## config.mk

```make
export PLATFORM = sky130hd
export DESIGN_NAME = cprv_mem_arbiter
export DESIGN_NICKNAME = d
export VERILOG_FILES = /design/src/rtl/cprv_pkg.sv /design/src/rtl/cprv_rr_arb2.sv /design/src/rtl/cprv_mem_arbiter.sv
export SDC_FILE = /design/constraint.sdc
export NUM_CORES = 1
export LEC_CHECK = 0
export ABC_AREA = 0
export CAP_MARGIN = 20
export CORE_AREA = 2 2 162 164
export CTS_CLUSTER_DIAMETER = 30
export CTS_CLUSTER_SIZE = 28
export DETAILED_ROUTE_END_ITERATION = 8
export DIE_AREA = 0 0 164 166
export PLACE_DENSITY_LB_ADDON = 0.08
export SKIP_LAST_GASP = 1
export SLEW_MARGIN = 10
export SYNTH_ARGS = -nofsm -noshare
export SYNTH_HDL_FRONTEND = slang
export SYNTH_SLANG_ARGS = --single-unit
```

## constraint.sdc

```tcl
create_clock -name clk -period 1.55 [get_ports clk]
set_input_delay 0.3875 -clock clk [delete_from_list [all_inputs] [get_ports clk]]
set_output_delay 0.3875 -clock clk [all_outputs]
set_load 0.01 [all_outputs]
```

## src/rtl/cprv_pkg.sv

```systemverilog
// Shared types for the cprv memory arbiter: FSM state encoding and requester identity.
package cprv_pkg;

    typedef enum logic [1:0] {
        IDLE,
        REQ,
        WAIT,
        RESP
    } arb_state_t;

    typedef enum logic {
        SRC_IMEM,
        SRC_DMEM
    } arb_src_t;

endpackage

```

## src/rtl/cprv_rr_arb2.sv

```systemverilog
// Two-input round-robin grant logic with its last_grant register; on contention
// the source that was not served last wins.
module cprv_rr_arb2
    import cprv_pkg::*;
(
    input  logic     clk,
    input  logic     rst_n,
    input  logic     i_valid,
    input  logic     d_valid,
    input  logic     update_en,
    input  arb_src_t update_src,
    output logic     grant_valid,
    output arb_src_t grant_src
);

    arb_src_t last_grant;

    // Reset to IMEM so the very first contention is resolved in favour of dmem.
    always_ff @(posedge clk or negedge rst_n) begin
        if (!rst_n) begin
            last_grant <= SRC_IMEM;
        end else if (update_en) begin
            last_grant <= update_src;
        end
    end

    always_comb begin
        grant_valid = i_valid | d_valid;
        grant_src   = SRC_IMEM;
        if (i_valid && d_valid) begin
            grant_src = (last_grant == SRC_IMEM) ? SRC_DMEM : SRC_IMEM;
        end else if (d_valid) begin
            grant_src = SRC_DMEM;
        end
    end

endmodule

```

## src/rtl/cprv_mem_arbiter.sv

```systemverilog
// Shares a single-ported memory between instruction fetch and data access,
// keeping exactly one transaction in flight and steering each response home.
module cprv_mem_arbiter
    import cprv_pkg::*;
#(
    parameter int DATA_WIDTH = 64,
    parameter int ADDR_WIDTH = 7
) (
    input  logic                  clk,
    input  logic                  rst_n,
    input  logic                  i_req_valid_i,
    output logic                  i_req_ready_o,
    input  logic [DATA_WIDTH-1:0] i_req_addr_i,
    output logic                  i_rsp_valid_o,
    input  logic                  i_rsp_ready_i,
    output logic [DATA_WIDTH-1:0] i_rsp_data_o,
    input  logic                  d_req_valid_i,
    output logic                  d_req_ready_o,
    input  logic [ADDR_WIDTH-1:0] d_req_addr_i,
    input  logic [DATA_WIDTH-1:0] d_req_wdata_i,
    input  logic                  d_req_w_en_i,
    output logic                  d_rsp_valid_o,
    input  logic                  d_rsp_ready_i,
    output logic [DATA_WIDTH-1:0] d_rsp_data_o,
    output logic                  m_req_valid_o,
    input  logic                  m_req_ready_i,
    output logic [ADDR_WIDTH-1:0] m_addr_o,
    output logic [DATA_WIDTH-1:0] m_wdata_o,
    output logic                  m_w_en_o,
    input  logic                  m_rsp_valid_i,
    output logic                  m_rsp_ready_o,
    input  logic [DATA_WIDTH-1:0] m_rdata_i
);

    arb_state_t            state_q, state_d;
    arb_src_t              src_q;
    arb_src_t              grant_src;
    logic                  grant_valid;
    logic                  req_xfer;
    logic                  rsp_done;
    logic [ADDR_WIDTH-1:0] addr_q, gnt_addr;
    logic [DATA_WIDTH-1:0] wdata_q, gnt_wdata;
    logic                  w_en_q, gnt_w_en;
    logic [DATA_WIDTH-1:0] rdata_q;

    // Fetch byte addresses select a word; the byte offset and high bits are dropped.
    logic unused_fetch_bits;
    assign unused_fetch_bits = ^{i_req_addr_i[DATA_WIDTH-1:ADDR_WIDTH+3], i_req_addr_i[2:0]};

    cprv_rr_arb2 u_rr_arb (
        .clk         (clk),
        .rst_n       (rst_n),
        .i_valid     (i_req_valid_i),
        .d_valid     (d_req_valid_i),
        .update_en   (rsp_done),
        .update_src  (src_q),
        .grant_valid (grant_valid),
        .grant_src   (grant_src)
    );

    always_comb begin
        state_d       = state_q;
        req_xfer      = 1'b0;
        rsp_done      = 1'b0;
        i_req_ready_o = 1'b0;
        d_req_ready_o = 1'b0;
        gnt_addr      = i_req_addr_i[ADDR_WIDTH+2:3];
        gnt_wdata     = '0;
        gnt_w_en      = 1'b0;
        if (grant_src == SRC_DMEM) begin
            gnt_addr  = d_req_addr_i;
            gnt_wdata = d_req_wdata_i;
            gnt_w_en  = d_req_w_en_i;
        end
        case (state_q)
            IDLE: begin
                if (grant_valid) begin
                    i_req_ready_o = (grant_src == SRC_IMEM);
                    d_req_ready_o = (grant_src == SRC_DMEM);
                    req_xfer      = 1'b1;
                    state_d       = REQ;
                end
            end
            REQ:  if (m_req_ready_i) state_d = WAIT;
            WAIT: if (m_rsp_valid_i) state_d = RESP;
            RESP: begin
                if ((src_q == SRC_IMEM) ? i_rsp_ready_i : d_rsp_ready_i) begin
                    rsp_done = 1'b1;
                    state_d  = IDLE;
                end
            end
            default: state_d = IDLE;
        endcase
    end

    always_ff @(posedge clk or negedge rst_n) begin
        if (!rst_n) begin
            state_q <= IDLE;
        end else begin
            state_q <= state_d;
        end
    end

    // One payload register set serves both sources; stores answer with zero data.
    always_ff @(posedge clk or negedge rst_n) begin
        if (!rst_n) begin
            src_q   <= SRC_IMEM;
            addr_q  <= '0;
            wdata_q <= '0;
            w_en_q  <= 1'b0;
            rdata_q <= '0;
        end else begin
            if (req_xfer) begin
                src_q   <= grant_src;
                addr_q  <= gnt_addr;
                wdata_q <= gnt_wdata;
                w_en_q  <= gnt_w_en;
            end
            if (state_q == WAIT && m_rsp_valid_i) begin
                rdata_q <= w_en_q ? '0 : m_rdata_i;
            end
        end
    end

    always_ff @(posedge clk or negedge rst_n) begin
        if (!rst_n) begin
            m_req_valid_o <= 1'b0;
            m_w_en_o      <= 1'b0;
            m_rsp_ready_o <= 1'b0;
            i_rsp_valid_o <= 1'b0;
            d_rsp_valid_o <= 1'b0;
        end else begin
            m_req_valid_o <= (state_d == REQ);
            m_w_en_o      <= (state_d == REQ) && (req_xfer ? gnt_w_en : w_en_q);
            m_rsp_ready_o <= (state_d == WAIT);
            i_rsp_valid_o <= (state_d == RESP) && (src_q == SRC_IMEM);
            d_rsp_valid_o <= (state_d == RESP) && (src_q == SRC_DMEM);
        end
    end

    assign m_addr_o     = addr_q;
    assign m_wdata_o    = wdata_q;
    assign i_rsp_data_o = rdata_q;
    assign d_rsp_data_o = rdata_q;

endmodule
```

==> commit_impl_results.txt, run 1 <==
Log flow metrics for this revision

* Fraction of layout instances using a drive strength above 1: 0.116
* Static power due to leakage: 5.21 nW
* Vias in the first global route: 5286
- Reg2Reg Capture Point: d_rsp_data_o[34]
- In this run the core area contains 59 standard-cell rows.
* Maximum capacitance violations: 0
- Of the post-synthesis cell area, the dominant cell type holds 0.587.
* Max transition margin: 0.777
- Final Hold Violating Endpoints: 0
* Area fraction in mux cells: 0.00871
* DRC: 0
- Die boundary height: 166 um
* Library cell used as clock root buffer: clkbuf_16
- Per the final report, max-transition violations number 0.
- Reg2reg path depth: 6
- Avg Inst Size Synth: 11.2 um^2
- The synthesized netlist occupies a cell area of 0.00618 mm^2.
- Register bit count reported by yosys: 145
* Hold slack final: 436 ps
- The cell-mix breakdown from Yosys lists the simple-gate area share as 0.128.
* Part of the Yosys area used for sequential elements: 0.587
- Compound Share, Synth: 0.165
* Result of the run: complete, but fails checks
- Core utilization before placement: 0.241
- Routability cong.: 0.727
- In this run the count of I/O pins placed on the die edge is 414.
- For reference, the most critical setup path is categorized as reg2out.
- Slew at the pin with the worst max-slew slack: 333 ps
- Largest driver fanout on the critical path: 2
- Placed Cells incl. Taps: 1169
- The final reports fail on negative setup slack.
* Wirelength per Cell: 16.9 um
- Antenna cells: 0
* Unrepaired setup endpoints after global routing: yes
- The clock tree has to reach 145 sinks.
- Die width: 164 um
- In the synthesized netlist, the number of instances is 552.
- Net count of the finished layout: 1083
- Wire length reported by the detailed router: 20700 um
- Routed Antenna Nets: 0
- Of the total synthesized cell area, the portion taken by XOR and XNOR cells is 0.
- FF-to-FF setup slack: -80 ps
- Counting only logic cells after layout, the most numerous master is dlygate4sd2_1.
- Total of endpoints with negative setup slack in the final report: 83
- Per the timing report, the achievable frequency comes out to 578 MHz.
- At the later pin of the worst-skew pair, clock insertion delay measures 420 ps.
* First-pass GRT wire length: 31000 um
* Depth of the CTS H-tree: 4
- Vias per Instance: 4.26
- Vias after detailed routing: 5209
- For this run, global-route usage on met3 was measured as 0.0587.
- The data required time reported for the critical path is 1160 ps.
- Per the timing report, the most critical flop-to-flop path originates at state_q[0].
- Worst setup EP type: primary output
- In this run the layout overhead on the synthesized area is reported as 69.7%.
- Dominant kind of combinational cell: AND-OR/OR-AND gates
- The pre-antenna-repair detailed-routing pass consisted of 4 iterations.
- met1 track demand over resource after global routing is 0.178.
- Total clock buffers created by CTS: 17
- Post-route setup slack: -179 ps
* Minimum clock period after layout: 1730 ps
- Arrival time at the worst endpoint: 1340 ps
* Area of the synthesized netlist per yosys stat: 0.00618 mm^2
- The count of buffers added on input and output ports is 356.
- The post-route utilization of the core is recorded as 0.409.
* Largest net degree at the start of global routing: 66
- Synth warnings: 0
- The cell-mix breakdown from Yosys lists the adder-cell area share as 0.
* Net count entering floorplan: 760
- Number of standard cells in the final layout excluding fillers: 1222
- Setup total negative slack on the finished layout was measured at -3630 ps.
- Antenna violations before repair: 1
* Library cell occupying the most area in the post-synthesis netlist: dfrtp_1
- Remaining Overflow, GRT: 0
- Total power normalized to cell area comes to 1870 mW/mm^2.
* Chip Footprint: 0.0272 mm^2
* CP Launch Type: flip-flop
- Total GRT Usage: 0.148
- Total power: 0.0196 W
* Iter 0 DRT Violations: 261
- The registers of the reported paths see a clock transition of 70 ps.
* Worst clock skew on the final layout: 13.3 ps
- Yosys attributes the largest share of cell area to dfrtp_1 59%, a22o_1 9.1%, buf_4 7.9%.
- Number of fillers in the final layout: 2493
- Cycle use final: 1.12
- STA reports the tightest min-delay check as being of type in2async.
- Max VDD drop: 0.616 mV
- Met2 capacity usage during global routing: 0.241
- TritonCTS built the clock tree.
- Most Crowded Layer GR: met2
- Per the Yosys statistics, synthesis produced 552 cells.
- After legalization and detailed placement, the total HPWL measured 14800 um.
- The longest clock path from root to sink contains 2 buffers.
* Distinct lib cells: 30
- The core region is 0.0256 mm^2.
* Most frequent cells in the layout: 178 x dlygate4sd2_1, 148 x clkdlybuf4s50_1, 144 x dfrtp_1
- Total tool warning count: 85
## run 1: kinds of logic after synthesis
family	after synthesis
compound gates	144
flops	145
simple gates	155
mux	5
buf+inv	103
## run 1: registers in the layout, summed over array words and instances, names as in the netlist, 2 cells and up
name          cells
state_q           2
d_rsp_data_o     64
m_wdata_o        64
m_addr_o          7
## run 1: synth_stat cells, drive strengths merged
| cell | number |
|---|---|
| a21boi | 2 |
| a21o | 1 |
| a21oi | 2 |
| a221o | 6 |
| a22o | 64 |
| a31oi | 1 |
| and2 | 1 |
| and3 | 8 |
| buf | 82 |
| clkbuf | 20 |
| dfrtp | 145 |
| inv | 1 |
| mux2 | 3 |
| mux2i | 2 |
| nand2 | 68 |
| nand2b | 66 |
| nand3 | 3 |
| nand3b | 1 |
| nand4 | 1 |
| nor2 | 6 |
| nor3b | 1 |
| o21ai | 65 |
| o22ai | 1 |
| o31a | 1 |
| o31ai | 1 |
## run 1: metal layers
metal | part of all wire | vias to the layer above
met5 | 0.00063 | -
met4 | 0.014 | 2
met3 | 0.097 | 21
met2 | 0.48 | 248
met1 | 0.41 | 2466
li1 | - | 2472
## run 1: power by group
group          internal (W)  switching (W)
clock               0.00277        0.00176
combinational       0.00463        0.00407
sequential          0.00536        0.00106
## run 1: critical path: stages, from the launching register on
cell     delay [ps]
dfrtp_1         410
nor2_4          160
buf_6           120
and2_4          140
buf_6           100
## run 1: repair_timing
| action | CTS | global route |
|---|---|---|
| resized | 233 | 46 |
| hold endpoints to repair | 27 | 0 |
| endpoints found under the setup margin | 271 | 105 |
| buffers inserted | 7 | 10 |
| cloned | 0 | 4 |
| hold buffers | 1 | 0 |
| pin swaps | 2 | 3 |
## run 1: stage by stage
stage	setup WS [ps]	instance area, um^2
global placement	-676	9810
CTS	-224	10300
detailed placement	-673	9810
finish	-179	10500
floorplan	164	6180
global route	-234	10500
## run 1: area by class of cell
| type | instances | area (um^2) | area share |
|---|---|---|---|
| clock inverter | 13 | 198 | 0.0188 |
| sequential | 145 | 3630 | 0.346 |
| inverter | 1 | 3.75 | 0.000358 |
| multi-input combinational | 304 | 1900 | 0.181 |
| clock buffer | 18 | 439 | 0.0419 |
| tap | 335 | 419 | 0.0400 |
| timing repair buffer | 406 | 3900 | 0.372 |
## run 1: worst max-delay path by stage
stage                     cells past startpoint            end           startpoint
after global placement                        4  d_req_ready_o        d_req_valid_i
after CTS                                     3  i_req_ready_o           state_q[0]
final                                         4  d_req_ready_o           state_q[1]
after floorplan                               3  d_req_ready_o  u_rr_arb.last_grant
after detailed placement                      4  d_req_ready_o        d_req_valid_i
after global routing                          4  d_req_ready_o           state_q[1]
==> run_1/m1.png <==
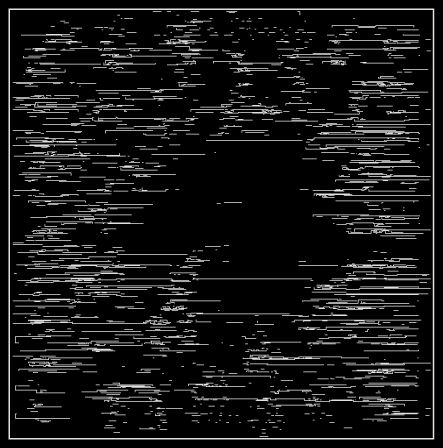
nets with wire on the layer: 848
main direction: horizontal
share of all routed wire: 41%
wire length on this layer: 8510 um
longest straight run: 49.0 um

==> run_1/m2.png <==
Bar = 50 um.
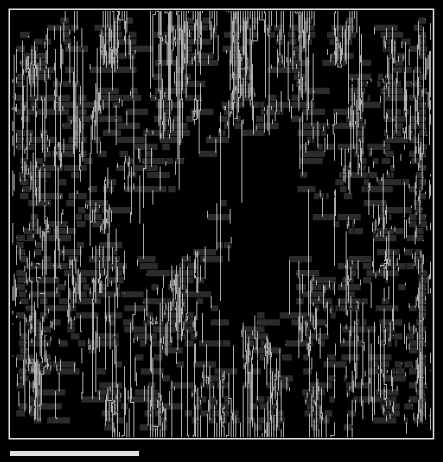
longest straight run: 88.7 um
main direction: vertical
share of all routed wire: 48%

==> run_1/m3.png <==
Bar = 50 um.
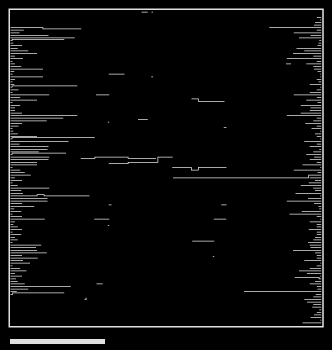
main direction: horizontal
longest straight run: 71.1 um

==> run_1/m4.png <==
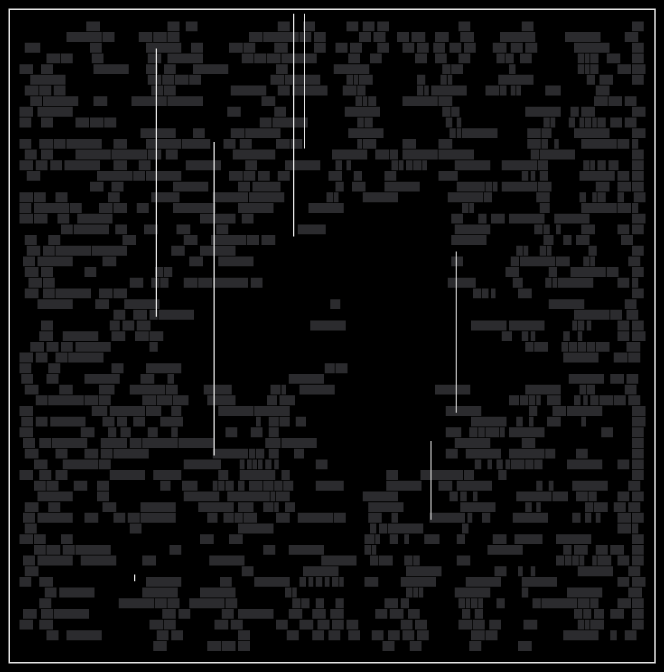
wire length on this layer: 300 um
share of all routed wire: 1.5%
main direction: vertical
longest straight run: 79.6 um

==> run_1/congestion_map.png <==
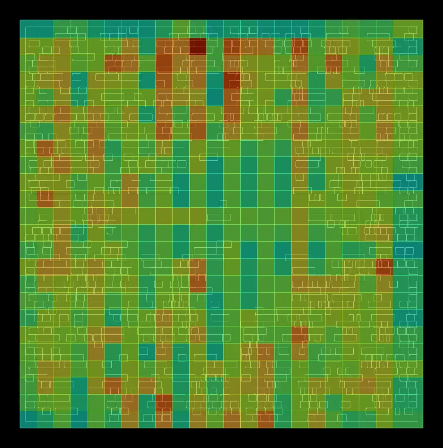

## Run 2: what changed since run 1
Settings changed: CELL_PAD_IN_SITES_DETAIL_PLACEMENT from default to 1, CELL_PAD_IN_SITES_GLOBAL_PLACEMENT from default to 2, CORE_AREA 2 2 162 164 to default, CORE_UTILIZATION from default to 20, DIE_AREA 0 0 164 166 to default, PLACE_DENSITY from default to 0.85, PLACE_DENSITY_LB_ADDON 0.08 to default.
==> run_2/congestion_map.png <==
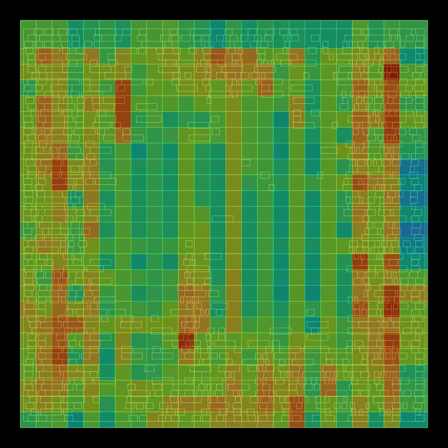
met2 capacity usage during global routing: 0.246
met3 capacity usage during global routing: 0.0551

==> run 2 against run 1 <==
Compared with the run above:
- the run still ends with negative setup slack left
- worst setup slack improved by 12 ps
- hold slack improved by 12 ps
- sequential power is 0.8% higher
- final cell count is 7.5% higher
- utilization fell by 4.8 points
- sequential cell count unchanged
- critical path type unchanged
- critical endpoint is now i_req_ready_o
- largest cell class unchanged
==> commit_impl_results.txt, run 2 <==
Log flow metrics for this revision

* Antenna violations before repair: 1 (unchanged)
* Fraction of post-synthesis cell area in the top cell type by area: 0.587 (unchanged)
* Most common library cells after synthesis: 145 x dfrtp_1, 68 x nand2_1, 66 x nand2b_1 (unchanged)
- The total nets after synthesis came to 760 (unchanged).
* Routed Antenna Nets: 0 (unchanged)
- Unrepaired setup endpoints after global routing: yes (unchanged).
- Total GRT Usage: 0.143 (was 0.148)
- The I/O pin count is 414 (unchanged).
* CP Data Required Time: 1160 ps (about the same)
- DRC: 0 (unchanged)
- Avg Inst Size Synth: 11.2 um^2 (unchanged)
- Startpoint of the worst register-to-register path: state_q[1] (was state_q[0])
- Die width: 178 um (was 164 um)
- Vias per Instance: 4.18 (was 4.26)
* Post-route setup slack: -167 ps (was -179 ps)
- The number of violations reported at the end of detailed-routing iteration 0 was 176 (was 261).
- Cell with the largest stage delay on the worst path: dfrtp_2 (was dfrtp_1)
- Buffers from clock root to sink, at most: 2 (unchanged)
- Hold Crit Class: in2async (unchanged)
* Most frequent cells in the layout: 147 x clkdlybuf4s50_1, 142 x dfrtp_1, 112 x dlygate4sd2_1 (was 178 x dlygate4sd2_1, 148 x clkdlybuf4s50_1, 144 x dfrtp_1)
* Highest-count logic cell in the final layout: clkdlybuf4s50_1 (was dlygate4sd2_1)
- The final critical delay including setup and external delays was 1720 ps (was 1730 ps).
- Violations in the final reports: negative setup slack (unchanged).
* Die boundary height: 178 um (was 166 um)
* Number of standard cells in the final layout excluding fillers: 1314 (was 1222)
- The largest driver fanout on the critical path was 3 (was 2).
* Worst Setup Path Type: reg2out (unchanged)
* Vias in the first global route: 5849 (was 5286)
* Worst setup EP type: primary output (unchanged)
* Total power divided by cell area: 1880 mW/mm^2 (was 1870 mW/mm^2)
- Clock tree from TritonCTS: yes (unchanged)
- CP Launch Type: flip-flop (unchanged)
- Detailed-router iteration count before antenna repair: 4 (unchanged)
* Highest clock frequency the design can meet: 583 MHz (was 578 MHz)
- The measured slew at the worst slew-check pin was 435 ps (was 333 ps).
* Post-synthesis instance area: 0.00618 mm^2 (unchanged)
- The share of total power consumed by net switching came to 0.354 (was 0.350).
- The synthesis-to-finish area growth was 75.8% (was 69.7%).
- Wirelength per Cell: 17.4 um (was 16.9 um)
* Number of sinks driven by the clock tree: 145 (unchanged)
* Total of endpoints with negative setup slack in the final report: 2 (was 83)
- Final Hold Violating Endpoints: 0 (unchanged)
- The sequential power share is 0.317 (was 0.327).
- First-pass GRT wire length: 34100 um (was 31000 um)
- The setup slack on the worst flop-to-flop path was 40 ps (was -80 ps).
- The area of the die came to 0.0316 mm^2 (was 0.0272 mm^2).
* Net count of the finished layout: 1118 (was 1083)
- The fraction of power consumed by combinational cells was 0.462 (was 0.443).
- Part of the Yosys area used for sequential elements: 0.587 (unchanged)
* Internal power: 0.0132 W (was 0.0128 W)
- Placed Cells incl. Taps: 1240 (was 1169)
- The OpenROAD warning count was 85 (unchanged).
* Post-Layout Inst Area: 0.0109 mm^2 (was 0.0105 mm^2)
- Most common cell in the netlist: dfrtp_1 (unchanged)
- The unique cell type count in the Yosys netlist was 30 (unchanged).
- Result of the run: complete, but fails checks (unchanged)
* Worst clock skew on the final layout: 9.03 ps (was 13.3 ps)
- Fin util: 0.362 (was 0.409)
* Clock insertion delay at the later pin of the skew report: 420 ps (about the same)
- The core outline area was 0.0300 mm^2 (was 0.0256 mm^2).
* Top cells by area: dfrtp_1 59%, a22o_1 9.1%, buf_4 7.9% (unchanged)
- Synth warnings: 0 (unchanged)
- The gate count after technology mapping was 552 (unchanged).
- Depth of the CTS H-tree: 4 (unchanged)
- Site Rows: 63 (was 59)
- Critical-path cell list: nand2b_4 > and3_4 > buf_6 (was nor2_4 > buf_6 > and2_4 > buf_6)
- The max-slew violation count came to 0 (unchanged).
* Cycle use final: 1.11 (was 1.12)
* Remaining Overflow, GRT: 0 (unchanged)
* Library cell occupying the most area in the post-synthesis netlist: dfrtp_1 (unchanged)
* Clock transition time at the flip-flop clock pins of the worst setup and hold paths: 70 ps (about the same)
- The largest net degree at the start of global routing is 66 (unchanged).
- Max VDD drop: 0.888 mV (was 0.616 mV)
* Maximum capacitance violations: 0 (unchanged)
- Total clock buffers created by CTS: 17 (unchanged)
* Largest stage delay, worst path: 460 ps (was 410 ps)
* Vias after detailed routing: 5491 (was 5209)
- The top flip-flop cell by instance count after synthesis was dfrtp_1 (unchanged).
* Area of the synthesized netlist per yosys stat: 0.00618 mm^2 (unchanged)
- The tightest slew margin relative to the limit was 0.710 (was 0.777).
- The static leakage power was 5.24 nW (was 5.21 nW).
* Register bit count reported by yosys: 145 (unchanged)
- Reg2Reg Capture Point: m_wdata_o[43] (was d_rsp_data_o[34])
- Cell count listed in synth_stat.txt: 552 (unchanged)
- Reg2reg path depth: 6 (unchanged)
- Clock group share of total power: 0.220 (was 0.230)
* Library cell used as clock root buffer: clkbuf_16 (unchanged)
* Pre-CTS setup slack: -609 ps (was -673 ps)
* Instance area at placement: 0.0100 mm^2 (was 0.00981 mm^2)
* Proportion of register bits with asynchronous set or reset after synthesis: 1.00 (unchanged)
- The total routed wirelength was 22900 um (was 20700 um).
- The final HPWL from detailed placement was 16900 um (was 14800 um).
- Core utilization before placement: 0.206 (was 0.241)
* Arrival time at the worst endpoint: 1330 ps (was 1340 ps)
- The post-route worst hold slack was 448 ps (was 436 ps).
-- run 2: cell counts after synthesis --
Identical to the previous run, type by type.
-- run 2: layout make-up --
cell class              instances  area (um^2)
diodes                          1         2.50
clock buffers                  20          467
clock inverters                12          169
fillers                      3363        19200
inverters                       1         3.75
multi-input cells             304         1890
flip-flops and latches        145         3630
well taps                     390          488
repair buffers                441         4210
-- run 2: cells by family after synthesis --
logic type	Yosys count	share of synthesized area
mux	5	0.00871
buf+inv	103	0.111
flops	145	0.587
compound gates	144	0.165
simple gates	155	0.128
-- run 2: layer usage --
layer	part of all wire	wire [um]	track usage	up-vias
li1	-	-	-	2549
met4	0.011	250	0.0442	0
met3	0.093	2120	0.0551	13
met5	0	0	0	-
met2	0.49	11300	0.246	280
met1	0.40	9200	0.163	2649
-- run 2: worst max-delay path, delay by kind of cell, from the launching register on --
kind                   cells  cell delay, ps
AND/OR/NAND/NOR            2             340
flip-flops                 1             460
buffers and inverters      1             110
-- run 2: per-stage QoR --
step | TNS (ps) | power, W
after floorplan | 0 | 0.0111
after global placement | -44030 | 0.0164
after detailed placement | -47910 | 0.0167
after CTS | -444 | 0.0201
after global routing | -1290 | 0.0218
final | -318 | 0.0204
-- run 2: repair_timing --
| action | CTS | global route |
|---|---|---|
| setup endpoints to repair | 271 | 172 |
| gates resized | 282 | 71 |
| setup buffers | 20 | 19 |
| gates cloned | 0 | 4 |
| pin swaps | 4 | 4 |
| hold endpoints to repair | 26 | 0 |
| hold buffers | 1 | 0 |
-- run 2: power by group through the flow --
stage / combinational (W) / sequential [W] / clock [W]
floorplan: 0.00404 / 0.00706 / 0
finish: 0.00943 / 0.00647 / 0.00449
detailed placement: 0.0101 / 0.00664 / 0
CTS: 0.00899 / 0.00648 / 0.00465
global route: 0.0103 / 0.00669 / 0.00480
global placement: 0.00983 / 0.00661 / 0
-- run 2: worst max path at each step --
stage / start / endpoint / slack, ps / depth (start not counted)
4_1_cts: state_q[0] / i_req_ready_o / -190 / 3
2_1_floorplan: u_rr_arb.last_grant / d_req_ready_o / 160 / 3
5_1_grt: state_q[1] / i_req_ready_o / -230 / 3
3_5_place_dp: d_req_valid_i / d_req_ready_o / -610 / 4
3_3_place_gp: d_req_valid_i / d_req_ready_o / -610 / 4
6_report: u_rr_arb.last_grant / i_req_ready_o / -170 / 3
## Run 3: what changed since run 2
Settings changed: CAP_MARGIN 20 to 10.
==> run_3/m1.png <==
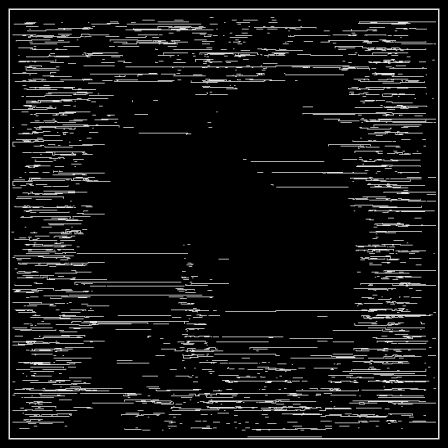
main direction: horizontal
share of all routed wire: 40%
nets with wire on the layer: 884
longest straight run: 62.3 um

==> run 3 against run 2 <==
Compared with the run above:
- the run still ends with negative setup slack left
- worst setup slack unchanged
- non-clock buffer count unchanged
- register-to-register slack about the same
- synthesized cell count unchanged
- first-iteration DRC count unchanged
- power unchanged
- die size unchanged
- clock skew unchanged
- sequential power about the same
- via count unchanged
- critical endpoint unchanged
==> commit_impl_results.txt, run 3 <==
Log flow metrics for this revision

* Result of the run: complete, but fails checks (unchanged)
* Violations in the final reports: negative setup slack (unchanged)
- The via count of the first global-routing pass came to 5849 (unchanged).
* Cell count listed in synth_stat.txt: 552 (unchanged)
* Cell class contributing the biggest share of worst-path delay: flip-flops (unchanged)
- Cell with the largest stage delay on the worst path: dfrtp_2 (unchanged)
- The clock tree from TritonCTS is yes (unchanged).
* Net count of the finished layout: 1118 (unchanged)
- The final setup violation count is 2 (unchanged).
- Synth warnings: 0 (unchanged)
* Total clock buffers created by CTS: 17 (unchanged)
* Most common library cells after synthesis: 145 x dfrtp_1, 68 x nand2_1, 66 x nand2b_1 (unchanged)
- Max VDD drop: 0.888 mV (unchanged)
- Number of enable-type register cells in the synthesized netlist: 0 (unchanged)
- Part of the Yosys area used for sequential elements: 0.587 (unchanged)
- Worst clock skew on the final layout: 9.03 ps (unchanged)
* Post-Layout Inst Area: 0.0109 mm^2 (unchanged)
- Die width: 178 um (unchanged)
* Top cells by area: dfrtp_1 59%, a22o_1 9.1%, buf_4 7.9% (unchanged)
- Critical-path cell list: nand2b_4 > and3_4 > buf_6 (unchanged).
* Distinct lib cells: 30 (unchanged)
* Max transition margin: 0.710 (unchanged)
- The overall track demand over capacity in global routing is 0.143 (unchanged).
- The row count came to 63 (unchanged).
- The endpoint required time on the critical path was 1160 ps (about the same).
* Number of I/O port buffers: 356 (unchanged)
- Area delta synth->final: 75.8% (unchanged)
* Clock transition time at the flip-flop clock pins of the worst setup and hold paths: 70 ps (about the same)
- First-pass GRT wire length: 34100 um (unchanged)
- The summed instance area of the synthesized netlist is 0.00618 mm^2 (unchanged).
- The fraction of synthesis flops using an asynchronous set or reset pin is 1.00 (unchanged).
- Detailed-router iteration count before antenna repair: 4 (unchanged)
- The largest net degree at the start of global routing came to 66 (unchanged).
- DRC: 0 (unchanged)
- Total power divided by cell area: 1880 mW/mm^2 (unchanged)
- The routed length per placed instance came to 17.4 um (unchanged).
- The cell type with the largest total area is dfrtp_1 (unchanged).
* Multi-input gate area: 0.00189 mm^2 (unchanged)
* Post-route setup slack: -167 ps (unchanged)
- The TritonCTS sink count is 145 (unchanged).
- Remaining Overflow, GRT: 0 (unchanged)
- The class of the worst hold path is in2async (unchanged).
- The number of antenna violations at the first check in global routing was 1 (unchanged).
* Instance tally after logic synthesis: 552 (unchanged)
- The type of the worst setup path is reg2out (unchanged).
- The share of the synthesized area in the top cell type came to 0.587 (unchanged).
- The root buffer cell is clkbuf_16 (unchanged).
* Buffers from clock root to sink, at most: 2 (unchanged)
- Core utilization before placement: 0.206 (unchanged)
* Highest-count logic cell in the final layout: clkdlybuf4s50_1 (unchanged)
- The area of the die came to 0.0316 mm^2 (unchanged).
- Wire length reported by the detailed router: 22900 um (unchanged)
* Routed Antenna Nets: 0 (unchanged)
* Cycle use final: 1.11 (unchanged)
- Fraction of layout instances using a drive strength above 1: 0.160 (unchanged)
* FF/Latch Area: 0.00363 mm^2 (unchanged)
- The number of H-tree branching levels was 4 (unchanged).
- Most frequent cells in the layout: 147 x clkdlybuf4s50_1, 142 x dfrtp_1, 112 x dlygate4sd2_1 (unchanged).
- The static leakage power is 5.24 nW (unchanged).
- The synthesized chip area reported by yosys is 0.00618 mm^2 (unchanged).
- Minimum clock period after layout: 1720 ps (unchanged)
- The worst endpoint data arrival time came to 1330 ps (about the same).
* Highest clock frequency the design can meet: 583 MHz (unchanged)
- Register bit count reported by yosys: 145 (unchanged)
- Hold slack final: 448 ps (unchanged)
- Largest stage delay, worst path: 460 ps (about the same)
- Detailed placement HPWL: 16900 um (unchanged)
* Worst setup EP type: primary output (unchanged)
- Max-slew violations: 0 (unchanged)
* Pre-CTS setup slack: -609 ps (unchanged)
- The total cell area at the placement stage was 0.0100 mm^2 (unchanged).
* Avg Inst Size Synth: 11.2 um^2 (unchanged)
- Vias per Instance: 4.18 (unchanged)
- Vias after detailed routing: 5491 (unchanged)
* Unrepaired setup endpoints after global routing: yes (unchanged)
- The most used standard cell by instance count after synthesis is dfrtp_1 (unchanged).
- The top flip-flop cell by instance count after synthesis is dfrtp_1 (unchanged).
- Slew at the pin with the worst max-slew slack: 435 ps (unchanged)
* Iter 0 DRT Violations: 176 (unchanged)
* Buffering stage count on the worst path with inverters included: 1 (unchanged)
* Maximum capacitance violations: 0 (unchanged)
- Die boundary height: 178 um (unchanged)
- Number of fillers in the final layout: 3363 (unchanged)
- The final tally of hold violations came to 0 (unchanged).
- CP Launch Type: flip-flop (unchanged)
- Routability cong.: 0.776 (unchanged)
- # IOs: 414 (unchanged)
- Net count entering floorplan: 760 (unchanged)
* Core footprint: 0.0300 mm^2 (unchanged)
* Clock insertion delay at the later pin of the skew report: 420 ps (about the same)
- The largest driver fanout on the critical path came to 3 (unchanged).
- The OpenROAD warning count was 85 (unchanged).
-- run 3: cell counts in the layout (fill, tap and decap cells not counted) --
No cell type changed its count.
-- run 3: through the flow --
step	std cells	utilization	total power (W)	setup TNS, ps
global route	1314	0.362	0.0218	-1290
finish	1314	0.362	0.0204	-318
global placement	1240	0.334	0.0164	-44030
CTS	1293	0.352	0.0201	-444
detailed placement	1240	0.334	0.0167	-47910
floorplan	552	-	0.0111	0
-- run 3: cell type report --
type	count	share of cell area
tap	390	0.0449
clock inverter	12	0.0155
antenna	1	0.000230
inverter	1	0.000346
timing repair buffer	441	0.387
multi-input combinational	304	0.174
sequential	145	0.334
clock buffer	20	0.0430
-- run 3: final timing paths --
path,startpoint,end,slack [ps],cells past startpoint
min reg2reg,m_wdata_o[5],m_wdata_o[5],500,1
max,u_rr_arb.last_grant,i_req_ready_o,-170,3
min in group clk,m_wdata_o[5],m_wdata_o[5],500,1
min,rst_n,m_wdata_o[35],450,2
max reg2reg,state_q[1],m_wdata_o[43],40,6
max in group asynchronous,rst_n,d_rsp_data_o[36],540,3
-- run 3: logic make-up after synthesis --
group	count (synthesis)	synth area share
multiplexers	5	0.00871
AND/OR/NAND/NOR	155	0.128
AND-OR/OR-AND	144	0.165
flip-flops	145	0.587
buffers and inverters	103	0.111
-- run 3: layer usage --
metal,GRT usage,wire length (um)
met5,0,0
met4,0.0442,250
met3,0.0551,2120
met2,0.246,11300
met1,0.163,9200
-- run 3: what timing repair did --
action | in CTS | in global routing
endpoints found under the setup margin | 271 | 172
buffers inserted | 20 | 19
resized | 282 | 71
hold buffers | 1 | 0
gates cloned | 0 | 4
pin swaps | 4 | 4
endpoints found under the hold margin | 26 | 0
-- run 3: worst reg2reg max path, delay by kind of cell (launching register included) --
| family | cells | cell delay [ps] |
|---|---|---|
| DFF | 1 | 400 |
| AOI/OAI and AO/OA | 2 | 320 |
| and+or+nand+nor | 1 | 190 |
| buffers and inverters | 3 | 500 |
-- run 3: power breakdown --
| part | switching, W | internal, W |
|---|---|---|
| sequential | 0.00111 | 0.00537 |
| clock | 0.00178 | 0.00270 |
| combinational | 0.00432 | 0.00511 |
| total | 0.00721 | 0.0132 |
No activity file was given, so power comes from the tool's default toggle rates.
